### src/rtl/mem_arb_pkg.sv
// mem_arb_pkg: state encoding and RAM control constants shared by the memory port arbiter.
package mem_arb_pkg;
    typedef enum logic [1:0] {IDLE = 2'd0, ACCESS = 2'd1, DONE = 2'd2} arb_state_t;
    localparam logic READ  = 1'b1;
    localparam logic WRITE = 1'b0;
    localparam logic [2:0] MS_BYTE  = 3'b000;
    localparam logic [2:0] MS_HALF  = 3'b001;
    localparam logic [2:0] MS_WORD  = 3'b010;
    localparam logic [2:0] MS_DWORD = 3'b011;
endpackage

### src/rtl/mem_arb_timer.sv
// mem_arb_timer: ACCESS-cycle counter that flags expiry on the CYCLES-th enabled cycle.
module mem_arb_timer #(
    parameter int CYCLES = 16
) (
    input  logic CLK,
    input  logic RESET,
    input  logic clear,
    input  logic enable,
    output logic expired
);
    localparam int W = $clog2(CYCLES + 1);
    logic [W-1:0] cnt;
    always_ff @(posedge CLK or posedge RESET)
        if (RESET) cnt <= '0;
        else if (clear) cnt <= '0;
        else if (enable) cnt <= cnt + 1'b1;
    assign expired = enable && (cnt == W'(CYCLES - 1));
endmodule

### src/rtl/mem_port_arbiter.sv
// mem_port_arbiter: two-requester round-robin arbiter and MOV/MOC sequencer for the RAM port.
// Optional ACCESS timeout enabled by defining MEM_ARB_TIMEOUT_EN.
module mem_port_arbiter
    import mem_arb_pkg::*;
#(
    parameter int ADDR_W         = 32,
    parameter int DATA_W         = 32,
    parameter int TIMEOUT_CYCLES = 16
) (
    input  logic              CLK,
    input  logic              RESET,
    input  logic              REQ0,
    input  logic              REQ1,
    input  logic              RW0,
    input  logic              RW1,
    input  logic [2:0]        MS0,
    input  logic [2:0]        MS1,
    input  logic [ADDR_W-1:0] ADDR0,
    input  logic [ADDR_W-1:0] ADDR1,
    input  logic [DATA_W-1:0] WDATA0,
    input  logic [DATA_W-1:0] WDATA1,
    output logic              ACK0,
    output logic              ACK1,
    output logic [DATA_W-1:0] RDATA0,
    output logic [DATA_W-1:0] RDATA1,
    output logic              ERR,
    output logic [1:0]        GRANT,
    output logic              MOV,
    output logic              MEM_RW,
    output logic [2:0]        MEM_MS,
    output logic [ADDR_W-1:0] MEM_ADDR,
    output logic [DATA_W-1:0] MEM_DIN,
    input  logic              MOC,
    input  logic [DATA_W-1:0] MEM_DOUT
);
    arb_state_t state, state_nxt;
    logic last, err_q, pick1, start, finish, timeout;

`ifdef MEM_ARB_TIMEOUT_EN
    mem_arb_timer #(.CYCLES(TIMEOUT_CYCLES)) u_timer (
        .CLK     (CLK),
        .RESET   (RESET),
        .clear   (state != ACCESS),
        .enable  (state == ACCESS),
        .expired (timeout)
    );
`else
    logic unused_timeout;
    assign unused_timeout = |TIMEOUT_CYCLES;
    assign timeout = 1'b0;
`endif

    // last = 1 means requester 1 owned the previous grant, so requester 0 wins a tie
    assign pick1  = REQ1 && (!REQ0 || !last);
    assign start  = (state == IDLE) && (REQ0 || REQ1);
    assign finish = (state == ACCESS) && (MOC || timeout);

    always_comb begin
        state_nxt = state;
        case (state)
            IDLE:    state_nxt = start ? ACCESS : IDLE;
            ACCESS:  state_nxt = finish ? DONE : ACCESS;
            default: state_nxt = IDLE;
        endcase
    end

    always_ff @(posedge CLK or posedge RESET) begin
        if (RESET) begin
            state    <= IDLE;
            last     <= 1'b1;
            err_q    <= 1'b0;
            GRANT    <= 2'b00;
            MEM_RW   <= 1'b0;
            MEM_MS   <= '0;
            MEM_ADDR <= '0;
            MEM_DIN  <= '0;
            RDATA0   <= '0;
            RDATA1   <= '0;
        end else begin
            state <= state_nxt;
            if (start) begin
                GRANT    <= pick1 ? 2'b10 : 2'b01;
                last     <= pick1;
                err_q    <= 1'b0;
                MEM_RW   <= pick1 ? RW1 : RW0;
                MEM_MS   <= pick1 ? MS1 : MS0;
                MEM_ADDR <= pick1 ? ADDR1 : ADDR0;
                MEM_DIN  <= pick1 ? WDATA1 : WDATA0;
            end
            // MOC arriving on the timeout edge counts as a normal completion
            if (finish) begin
                err_q <= !MOC;
                if (MEM_RW == READ && GRANT[0]) RDATA0 <= MOC ? MEM_DOUT : '0;
                if (MEM_RW == READ && GRANT[1]) RDATA1 <= MOC ? MEM_DOUT : '0;
            end
            if (state == DONE) GRANT <= 2'b00;
        end
    end

    assign MOV  = (state == ACCESS);
    assign ACK0 = (state == DONE) && GRANT[0];
    assign ACK1 = (state == DONE) && GRANT[1];
    assign ERR  = (state == DONE) && err_q;
endmodule

### config.mk
export PLATFORM = sky130hd
export DESIGN_NAME = mem_port_arbiter
export DESIGN_NICKNAME = d
export VERILOG_FILES = /design/src/rtl/mem_arb_pkg.sv /design/src/rtl/mem_arb_timer.sv /design/src/rtl/mem_port_arbiter.sv
export SDC_FILE = /design/constraint.sdc
export NUM_CORES = 1
export LEC_CHECK = 0
export ABC_AREA = 1
export CORE_ASPECT_RATIO = 2
export CORE_MARGIN = 2
export CORE_UTILIZATION = 38
export CTS_BUF_LIST = sky130_fd_sc_hd__clkbuf_2
export CTS_CLUSTER_SIZE = 28
export DETAILED_ROUTE_END_ITERATION = 16
export PLACE_DENSITY = 0.82
export SKIP_LAST_GASP = 1
export SLEW_MARGIN = 20
export SYNTH_ARGS = -nofsm -noshare
export SYNTH_HDL_FRONTEND = slang
export SYNTH_SLANG_ARGS = --single-unit
### constraint.sdc
create_clock -name CLK -period 4.7 [get_ports CLK]
set_input_delay 1.175 -clock CLK [delete_from_list [all_inputs] [get_ports CLK]]
set_output_delay 1.175 -clock CLK [all_outputs]
set_load 0.02 [all_outputs]
run_1/clock_wires.png
Bar = 20 µm.
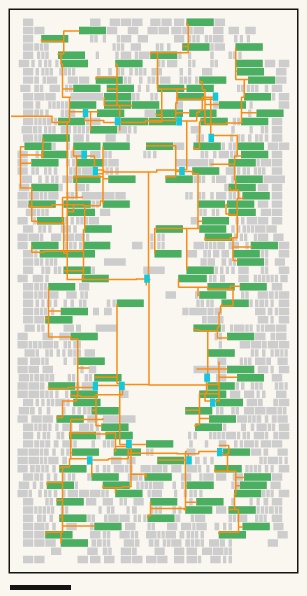
[cyan] clock-net drivers | count: 17
[green] flip-flops | count: 138
[orange] clock wires | length: 1680 µm
flops lie: widely spread
Clock Latency Late Sink: 0.66 ns
Worst Skew: 0.04208 ns
Clk pwr share: 0.145

run_1/congestion_map.png
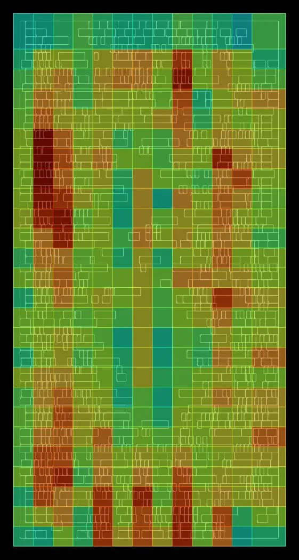
GRT met1 Usage: 0.2609
Avg WL per Cell: 14.88 µm
GR Util All Layers: 0.2277

==> results.cfg, run 1 <==
; flow metrics
[critical_path]
timing.critical_path.to = ERR
cp_num_buf_inv = 2
crit_type = reg -> out
slowest_stage = clkdlybuf4s50_1
ff2ff_path_depth = 6
r2r_slack_ns = 2.80
crit_required_ns = 3.52
path_cells = inv_1 > nand2_1 > nor2_1 > clkdlybuf4s50_1
rr_startpoint = state[1]

[status]
status = completed

[sta]
worst_pin_slew_ns = 1.089
slew_headroom = 0.2722

[yosys]
synth_flops = 138
top_cells_by_area = dfrtp_1, nand2_1, nand3_1
yosysMostFrequentCell = nand2_1
common_cells = nand2_1, dfrtp_1, nand3_1, buf_2, buf_4
largest_area_cell = dfrtp_1
ys_cells = 823
synth-edff-count = 0

[clock_network]
cts_hold_buf = 0
post_cts_resized = 0
cts_root_buffer = clkbuf_2
post_cts_buffers = 0

[finish]
clock_area_frac = 0.03192
seq_share = 0.3539
mostFrequentLayoutCells = nand2_1, clkdlybuf4s50_1, dfrtp_1
area.sequential_um2 = 3455
final_nets = 1287

[run]
cap_violations = 0

[floorplanning]
fp_util = 0.3862
die_x_um = 94.46
die_h_um = 184.9

[worst_hold_path]
hold_path_end = RDATA0[20]
hp-class = reg -> reg

[grt]
grt.overflow.total = 0
grt_max_degree = 73
antenna_found_initial = 1

[detailed_routing]
routed-wl-met3_um = 2296
drtPass1Iterations = 4
wl_met1_um = 7649
ant_nets = 0
top_layer_used = met4

[power]
peakVddDrop_v = 0.0003234
run_1/class_map.png
Bar = 20 µm.
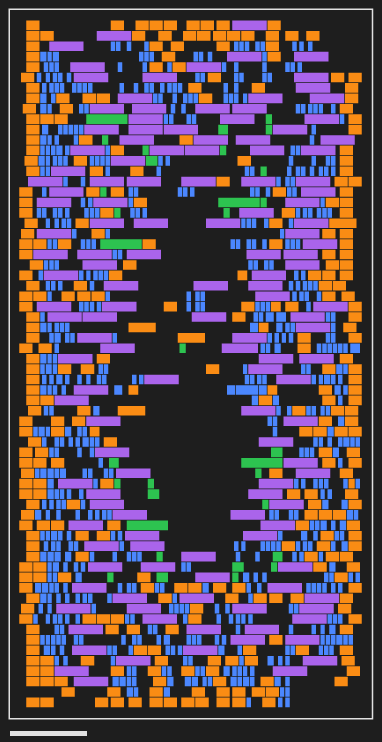
| color | class | cells | share of their area |
|---|---|---|---|
| blue | remaining logic cells | 637 | 26% |
| orange | remaining buffers and delay cells | 320 | 34% |
| purple | registers | 138 | 36% |
| green | clock drivers and dummy loads | 32 | 3.3% |

run_1/layers.png
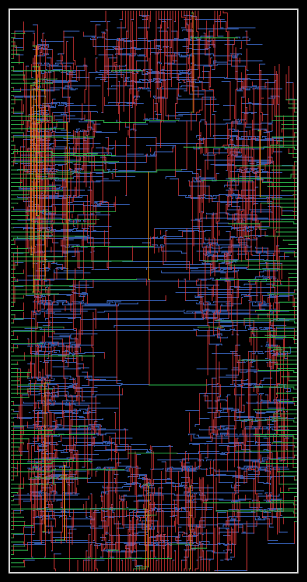
| color | layer | wire length |
|---|---|---|
| green | M3 | 2300 µm |
| blue | M1 | 7650 µm |
| orange | M4 | 599 µm |
| red | M2 | 9280 µm |

-- run 1: where the power goes --
group          switching (mW)  internal, mW
Combinational            1.68          1.33
Clock                   0.445         0.412
Sequential              0.323          1.72
Total                    2.45          3.46
-- run 1: per-stage QoR --
stage,instance area (µm²),hold WS [ns],power (mW),std cells,setup WS (ns)
final,9761,0.4953,5.904,1332,1.351
after global routing,9761,0.5164,6.311,1332,1.092
after CTS,9738,0.5002,5.968,1330,1.167
after detailed placement,9427,0.4571,5.083,1298,1.570
after global placement,9424,0.4534,5.011,1298,1.666
after floorplan,6222,0.4499,3.579,823,1.805
-- run 1: kinds of logic after synthesis --
family	after synthesis	share of synthesized area
and+or+nand+nor	625	0.3926
DFF	138	0.5555
buffers and inverters	58	0.04809
AOI/OAI and AO/OA	2	0.003824
run_1/floorplan.png
Bar = 20 µm. Pins as bars on the die edge.
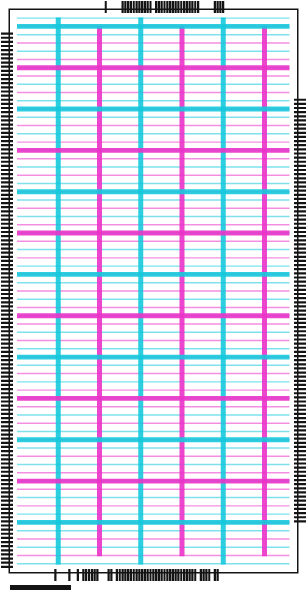

==> run 1 -> run 2 <==
Settings changed: CORE_UTILIZATION 38 to 42, PLACE_DENSITY 0.82 to 0.85.
Clock period 4.7 ns to 3.4 ns, I/O delays scaled along.
run_2/floorplan.png
Bar = 20 µm. Pins as bars on the die edge.
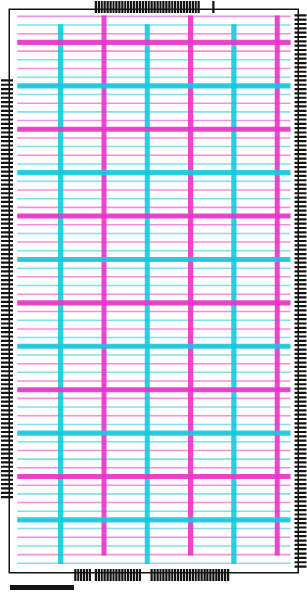
| color | net |
|---|---|
| cyan | VSS |
| magenta | VDD |
signal pins: 311
rows: 63
met4 straps: 6

run_2/layers.png
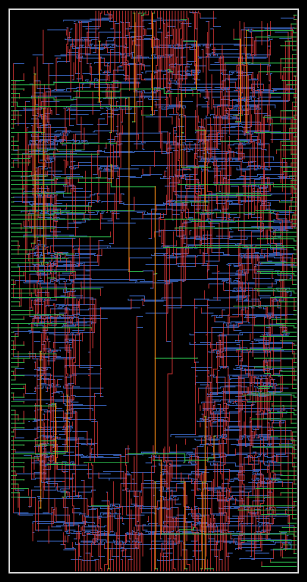
| color | layer | wire length |
|---|---|---|
| green | M3 | 2150 µm |
| red | M2 | 9600 µm |
| orange | M4 | 728 µm |
| blue | M1 | 7750 µm |

==> run 2 against run 1 <==
Non-clock buffer count rose by 3; die size is 9.2% lower; via count rose by 2.5%; first-iteration DRC count grew 33%; global-route usage grew 2.8 points; clock skew decreased by 0.012 ns; largest cell class unchanged; synthesized area unchanged; critical endpoint is now ACK0; wire length up 2.0%; sequential share of layout area increased by 0.17 points; combinational power up about 40%.
==> results.cfg, run 2 <==
; flow metrics
[status]
status = completed

[power]
p_switching_mw = 3.426
p_clk_frac = 0.131
pwr.group.clock_mw = 1.06
sw_frac_of_total = 0.4239
pwr-share-comb = 0.522
p_int_mw = 4.655
seq_power_share = 0.347
peakVddDrop_v = 0.0004656
p_total_mw = 8.081
p_seq_mw = 2.80
p_leak_nw = 4.949
comb_power_mw = 4.22

[sta]
min_period_ns = 3.031
setup_ws_ns = 0.3686
setup_viol = 0
hold_viol = 0
worst_pin_slew_ns = 0.7725
slew_headroom = 0.4850
timing.hold.ws_ns = 0.4932
clock_skew_ns = 0.02981

[yosys]
synth-compound-area-share = 0.003823
mux_area_frac = 0
ys_sh_simple = 0.3926
yosys.area_share.adder = 0
largest_area_cell = dfrtp_1
common_cells = nand2_1, dfrtp_1, nand3_1, buf_2, buf_4
yosysMostFrequentCell = nand2_1
top_cells_by_area = dfrtp_1, nand2_1, nand3_1
ys_cells = 823
synth_flops = 138
xor_area_frac = 0
synth-edff-count = 0
synthTopLogicFamily = simple AND/OR/NAND/NOR gates

[critical_path]
r2r_slack_ns = 1.58
cp_num_buf_inv = 2
crit_required_ns = 2.55
path_cells = inv_1 > nand2_1 > nor2_1 > clkdlybuf4s50_1
rr_startpoint = state[1]
slowest_stage = clkdlybuf4s50_1
timing.critical_path.to = ACK0
crit_type = reg -> out
max_stage_delay_ns = 0.64
ff2ff_path_depth = 6

[clock_network]
clkLatencyLatePin_ns = 0.70
numClockSinks = 138
cts_hold_buf = 0
cts_root_buffer = clkbuf_2
post_cts_resized = 0
post_cts_buffers = 0

[finish]
finalInstanceArea_um2 = 9713
stdcell_count = 1328
final_util = 0.6625
area_growth_pct = 56.20
mostFrequentLayoutCells = nand2_1, clkdlybuf4s50_1, dfrtp_1
clock_area_frac = 0.02705
clock_buffers = 19
seq_share = 0.3557
final_nets = 1290
area.sequential_um2 = 3455

[grt]
grt_usage = 0.2560
antenna_found_initial = 2
grt_max_degree = 139
grt.overflow.total = 0

[floorplanning]
fp_util = 0.4241
die_h_um = 176.1
die_x_um = 90.04

[placement]
place_inst = 1293
pre_cts_ws_ns = 0.7095
dp_hpwl_um = 14770

[detailed_routing]
drtPass1Iterations = 4
ant_nets = 0
drtIter0Drc = 306
post_drt_wl_per_cell_um = 15.23

[run]
cap_violations = 0
warning_count = 29
run_2/clock_wires.png
Bar = 20 µm.
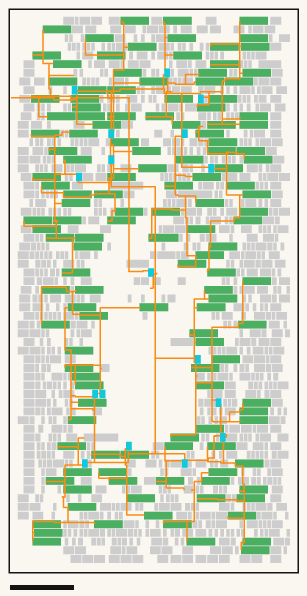
[green] flip-flops | count: 138
[cyan] clock-net drivers | count: 17
[orange] clock wires | length: 1690 µm
flops lie: widely spread

-- run 2: netlist changes by cell type in the layout (fill, tap and decap cells not counted), sizes merged --
cell      delta
buf          +3
bufinv       -2
clkinvlp     +1
diode        +2
inv          +1
-- run 2: layer usage --
metal  vias up  GRT usage  wire length [µm]
met5         -          0                 0
met2       323     0.4204              9601
met3        51     0.1050              2149
li1       3113          -                 -
met4         0     0.1301               728
met1      3015     0.2858              7748
-- run 2: worst min path at each step --
stage,to,slack (ns),depth (start not counted)
2_1_floorplan,last,0.45,2
3_3_place_gp,RDATA0[30],0.45,2
3_5_place_dp,RDATA0[31],0.46,2
4_1_cts,last,0.50,2
5_1_grt,last,0.51,2
6_report,last,0.49,2
Power is estimated from default activity; no workload was simulated.
